### src/rtl/arbitro_mux8x1.sv
// -----------------------------------------------------------------------------
// arbitro_mux8x1
// Round-robin arbiter and sequencer for the 8-to-1, 4-bit mux datapath.
// Eight requesters compete for the shared mux output. One of them owns it at a
// time. Ownership is bounded to MAX_RAFAGA accepted transfers, so no requester
// can starve the others.
//
// Parameters
//   MAX_RAFAGA : maximum accepted transfers per grant (1..15)
// Ports
//   CLK    in   single clock, rising edge
//   RESET  in   asynchronous, active-high reset
//   REQ    in   [7:0] per-requester request (REQ[i] -> mux input I[i] has data)
//   LISTO  in   consumer ready; a transfer happens when VALIDO && LISTO
//   S      out  [2:0] mux select (registered, equals current owner)
//   GNT    out  [7:0] one-hot grant (registered, zero when idle)
//   VALIDO out  mux output valid for the owner (registered)
// -----------------------------------------------------------------------------
module arbitro_mux8x1 #(
  parameter int unsigned MAX_RAFAGA = 4
) (
  input  logic       CLK,
  input  logic       RESET,
  input  logic [7:0] REQ,
  input  logic       LISTO,
  output logic [2:0] S,
  output logic [7:0] GNT,
  output logic       VALIDO
);

  localparam logic [0:0] IDLE  = 1'b0;
  localparam logic [0:0] GRANT = 1'b1;

  // Value of the counter on the transfer that completes a burst.
  localparam logic [3:0] LAST_CNT = 4'(MAX_RAFAGA - 1);

  logic [0:0] state_q, state_d;
  logic [2:0] dueno_q, dueno_d;
  logic [2:0] ptr_q,   ptr_d;
  logic [3:0] cnt_q,   cnt_d;
  logic [2:0] s_q,     s_d;
  logic [7:0] gnt_q,   gnt_d;
  logic       valido_q, valido_d;

  logic       any_req;
  logic       xfer;
  logic       rel;

  // Round-robin pick: first requester after 'last', wrapping. 'last' is
  // checked on the final step, so it ranks lowest and is only chosen
  // when it is the sole requester.
  function automatic logic [2:0] winner(input logic [2:0] last,
                                        input logic [7:0] req);
    logic [2:0] idx;
    logic       found;
    winner = last;
    found  = 1'b0;
    for (int k = 1; k <= 8; k++) begin
      idx = last + 3'(k);
      if (!found && req[idx]) begin
        winner = idx;
        found  = 1'b1;
      end else begin
        found  = found;
      end
    end
  endfunction

  assign any_req = |REQ;
  assign xfer    = (state_q == GRANT) && LISTO;
  // An owner that drops its request gives up the grant. A completed
  // burst also releases it.
  assign rel     = (state_q == GRANT) &&
                   (!REQ[dueno_q] || (xfer && (cnt_q == LAST_CNT)));

  // Next-state logic for the FSM, owner, priority pointer and burst counter.
  always_comb begin
    state_d = state_q;
    dueno_d = dueno_q;
    ptr_d   = ptr_q;
    cnt_d   = cnt_q;
    case (state_q)
      IDLE: begin
        if (any_req) begin
          state_d = GRANT;
          dueno_d = winner(ptr_q, REQ);
          cnt_d   = 4'd0;
        end else begin
          state_d = IDLE;
        end
      end
      GRANT: begin
        if (rel) begin
          // Hand over at the same edge, with no idle bubble.
          // The new pointer is the releasing owner.
          ptr_d = dueno_q;
          cnt_d = 4'd0;
          if (any_req) begin
            state_d = GRANT;
            dueno_d = winner(dueno_q, REQ);
          end else begin
            state_d = IDLE;
          end
        end else if (xfer) begin
          cnt_d = cnt_q + 4'd1;
        end else begin
          cnt_d = cnt_q;
        end
      end
      default: begin
        state_d = IDLE;
        dueno_d = 3'd0;
        ptr_d   = 3'd7;
        cnt_d   = 4'd0;
      end
    endcase
  end

  // Output next values are derived from the next state, so the outputs stay registered.
  always_comb begin
    if (state_d == GRANT) begin
      gnt_d    = 8'd1 << dueno_d;
      s_d      = dueno_d;
      valido_d = 1'b1;
    end else begin
      gnt_d    = 8'd0;
      s_d      = s_q;       // select holds while idle
      valido_d = 1'b0;
    end
  end

  // State and output registers; reset gives index 0 first priority (ptr = 7).
  always_ff @(posedge CLK or posedge RESET) begin
    if (RESET) begin
      state_q  <= IDLE;
      dueno_q  <= 3'd0;
      ptr_q    <= 3'd7;
      cnt_q    <= 4'd0;
      s_q      <= 3'd0;
      gnt_q    <= 8'd0;
      valido_q <= 1'b0;
    end else begin
      state_q  <= state_d;
      dueno_q  <= dueno_d;
      ptr_q    <= ptr_d;
      cnt_q    <= cnt_d;
      s_q      <= s_d;
      gnt_q    <= gnt_d;
      valido_q <= valido_d;
    end
  end

  assign S      = s_q;
  assign GNT    = gnt_q;
  assign VALIDO = valido_q;

endmodule

### config.mk
export PLATFORM = sky130hd
export DESIGN_NAME = arbitro_mux8x1
export DESIGN_NICKNAME = d
export VERILOG_FILES = /design/src/rtl/arbitro_mux8x1.sv
export SDC_FILE = /design/constraint.sdc
export NUM_CORES = 1
export LEC_CHECK = 0
export CAP_MARGIN = 20
export CORE_ASPECT_RATIO = 1.2
export CORE_UTILIZATION = 45
export CTS_CLUSTER_SIZE = 14
export DETAILED_ROUTE_END_ITERATION = 10
export GPL_TIMING_DRIVEN = 0
export SYNTH_ARGS = -nofsm -noshare
export SYNTH_HDL_FRONTEND = slang
export SYNTH_SLANG_ARGS = --single-unit
### constraint.sdc
create_clock -name CLK -period 6.9 [get_ports CLK]
set_input_delay 0.69 -clock CLK [delete_from_list [all_inputs] [get_ports CLK]]
set_output_delay 0.69 -clock CLK [all_outputs]
set_load 0.01 [all_outputs]
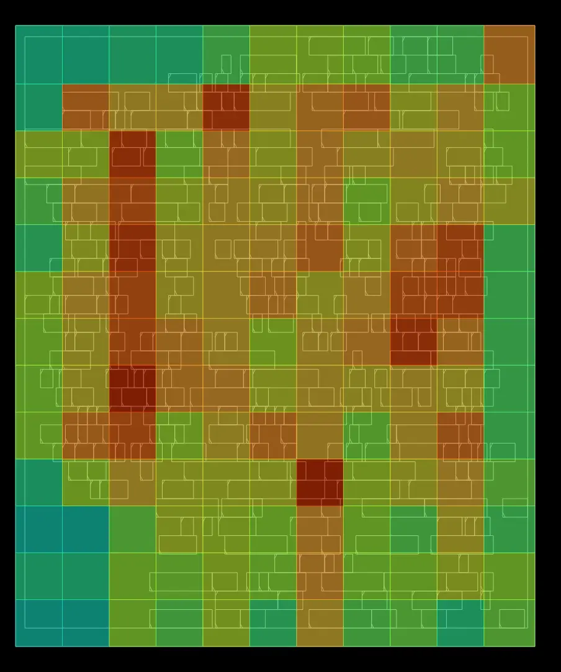
(track usage over the die)
average wire per standard cell: 19.1 um
met2 layer usage reported by global route: 0.404
GR Util met1: 0.329
global routing usage summed across all routing layers: 0.237

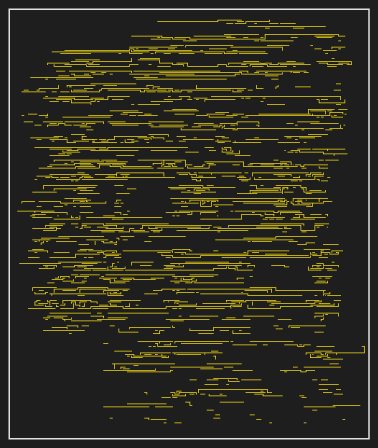
(metal 1)
longest straight run	27.6 um
main direction	horizontal
wire length on this layer	3690 um
share of all routed wire	46%
total routed wirelength: 8080 um
via count: 2693

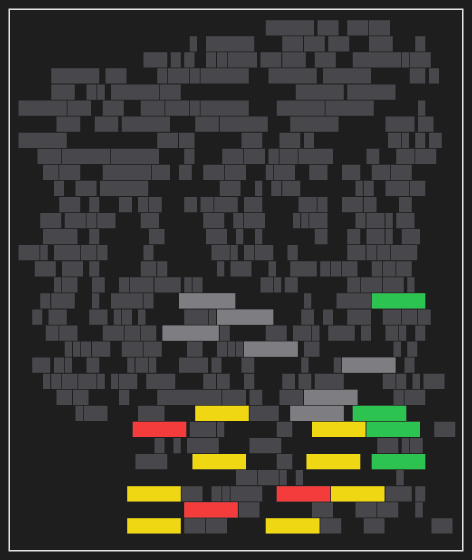
(register map, names as in the netlist)
Other sequential cells in the stronger grey, the rest of the logic in the fainter grey.
name in the netlist	colour	placed flops
GNT	yellow	8
cnt_q	green	4
S	red	3
not coloured	7
final cell utilization of the core: 0.527
fraction of area in registers: 0.163
Sequential cell area: 554 um2

==> notes.org <==
#+TITLE: Synthesis and PnR summary

** Status
- Outcome :: completed

** Detailed routing
- Count of routing violations after the opening detailed-route iteration :: 203
- Per the detail_route report, vias per standard cell equal 6.38.
- Final ANT Viol Nets :: 0
- DRC violation count after routing :: 0

** Timing
- In the finished design, the share of the clock period the worst path needs comes to 0.625.
- The final report lists the setup-violating endpoint count as 0.
- The final hold violation count recorded for this run is 0.

** Synthesis
- In this run the mean area of a mapped cell was 9.64 um2.
- During synthesis, Yosys emitted a total of 0 warnings.
- Number of flops mapped to enable cells by yosys :: 0
- Post-synthesis cell type with the largest combined area :: dfrtp_1
- Share of flip-flops with an asynchronous set or reset :: 1.00

** Setup path
- Arr. time, crit path :: 4470 ps
- Setup CP Type :: reg2reg
- Along the worst path, the maximum fanout reaches 10.
- Kind of launch point of the worst setup path :: flip-flop

** Cells and area
- Post-synthesis to final-layout area growth :: 13.3%
- In the final layout, the share of cells above drive strength 1 is 0.258.
- Number of standard cells in the layout, taps in and fillers out :: 422

** Flow run
- Tool warnings :: 28
- The report counts max-capacitance violations totalling 0.

** Clocking
- H-tree depth reported by CTS :: 1
- TritonCTS built the clock tree.
- The CTS log lists the clock sinks for this run as 22.

** Global route
- Initial antenna violation count :: 0
- The first global-routing pass estimated 13200 um of wire.
- GRT overflow :: 0
- Via count of the first global-routing pass :: 2647

** Floorplanning
- During I/O placement, the number of pins put on the boundary was 23.

** Place
- According to the dpl log, the detail-placed design has an HPWL of 6190 um.
- Per the post-place timing report, worst setup slack is 2590 ps.
- Count of port buffers added during placement :: 22
- Routability-driven placement finished with a final weighted congestion of 0.827.

** Power and ir drop
flip-flops by register name, indices dropped and copies added, names as in the netlist:
name,flops
GNT,8
cnt_q,4
S,3
dueno_q,3
ptr_q,3
state_q,1
kinds of logic (layout without fill, tap and decap cells):
logic type,after synthesis,count (layout),synth area share
compound gates,85,85,0.212
simple gates,85,85,0.161
mux,66,66,0.321
buf+inv,42,68,0.0747
flops,22,22,0.185
xor+xnor,6,6,0.0250
fa+ha+maj,5,5,0.0209
path summary, 6_finish.rpt:
| check | slack (ps) | to | from |
|---|---|---|---|
| setup / recovery | 2580 | GNT[1]$_DFF_PP0_ | dueno_q[0]$_DFF_PP0_ |
| hold / removal | 480 | S[1]$_DFFE_PP0P_ | S[1]$_DFFE_PP0P_ |
| setup reg to reg | 2580 | GNT[1]$_DFF_PP0_ | dueno_q[0]$_DFF_PP0_ |
| hold reg to reg | 480 | S[1]$_DFFE_PP0P_ | S[1]$_DFFE_PP0P_ |
| max in group asynchronous | 5480 | dueno_q[2]$_DFF_PP0_ | RESET |
| min in group asynchronous | 890 | GNT[1]$_DFF_PP0_ | RESET |
routing by layer:
layer / GRT usage / routed length (um) / vias up
met2: 0.404 / 4070 / 71
met4: 0.0481 / 121 / 0
met5: 0 / 0 / -
met3: 0.0191 / 200 / 10
met1: 0.329 / 3690 / 1340
li1: - / - / 1272
area by class of cell:
type,count,area [um2]
Fill cell,598,3050
Multi-Input combinational cell,247,2220
Sequential cell,22,554
Timing Repair Buffer,22,220
Buffer,29,175
Tap cell,85,106
Inverter,13,48.8
Clock buffer,3,41.3
Clock inverter,1,30.0
metrics by stage:
stage               hold WS (ps)  cell area, um2
floorplan                    454            3000
finish                       478            3400
global placement             457            3320
global route                 512            3400
CTS                          485            3400
detailed placement           465            3320
critical path, stage by stage (launching register included):
cell and delay (ps):
dfrtp_1 380, buf_6 160, buf_6 160, clkbuf_1 320, inv_1 180, ha_1 310, buf_2 230, buf_2 300
mux4_2 390, clkinv_1 80, a21boi_1 60, o32a_1 370, and2_0 180, o311ai_1 430, a21oi_1 270, a2111oi_2 370
cell usage in the layout, fill, tap and decap left out, types with 3 or more instances in the layout:
cell and count:
nor2b_1 3, nand3_1 10, dfrtp_1 19, nor2_1 8, o221ai_1 8, mux2i_1 28
and2_1 4, ha_1 5, o22ai_1 3, nand2b_1 7, inv_1 11, a211oi_1 3
a31oi_1 3, o211ai_1 4, and3_1 4, mux4_2 21, dfstp_2 3, o31ai_1 3
a21oi_1 13, mux2i_2 3, o21ai_0 13, buf_6 4, a2111oi_2 3, buf_2 17
clkdlybuf4s50_1 22, nor3_1 3, buf_4 4, nand4_1 3, nand2_1 27, clkbuf_1 4
mux2_2 11, clkbuf_8 3, xor2_2 3
Power and IR-drop figures of this design are not reliable: the tool's default activity estimate is inflated in some of its runs.
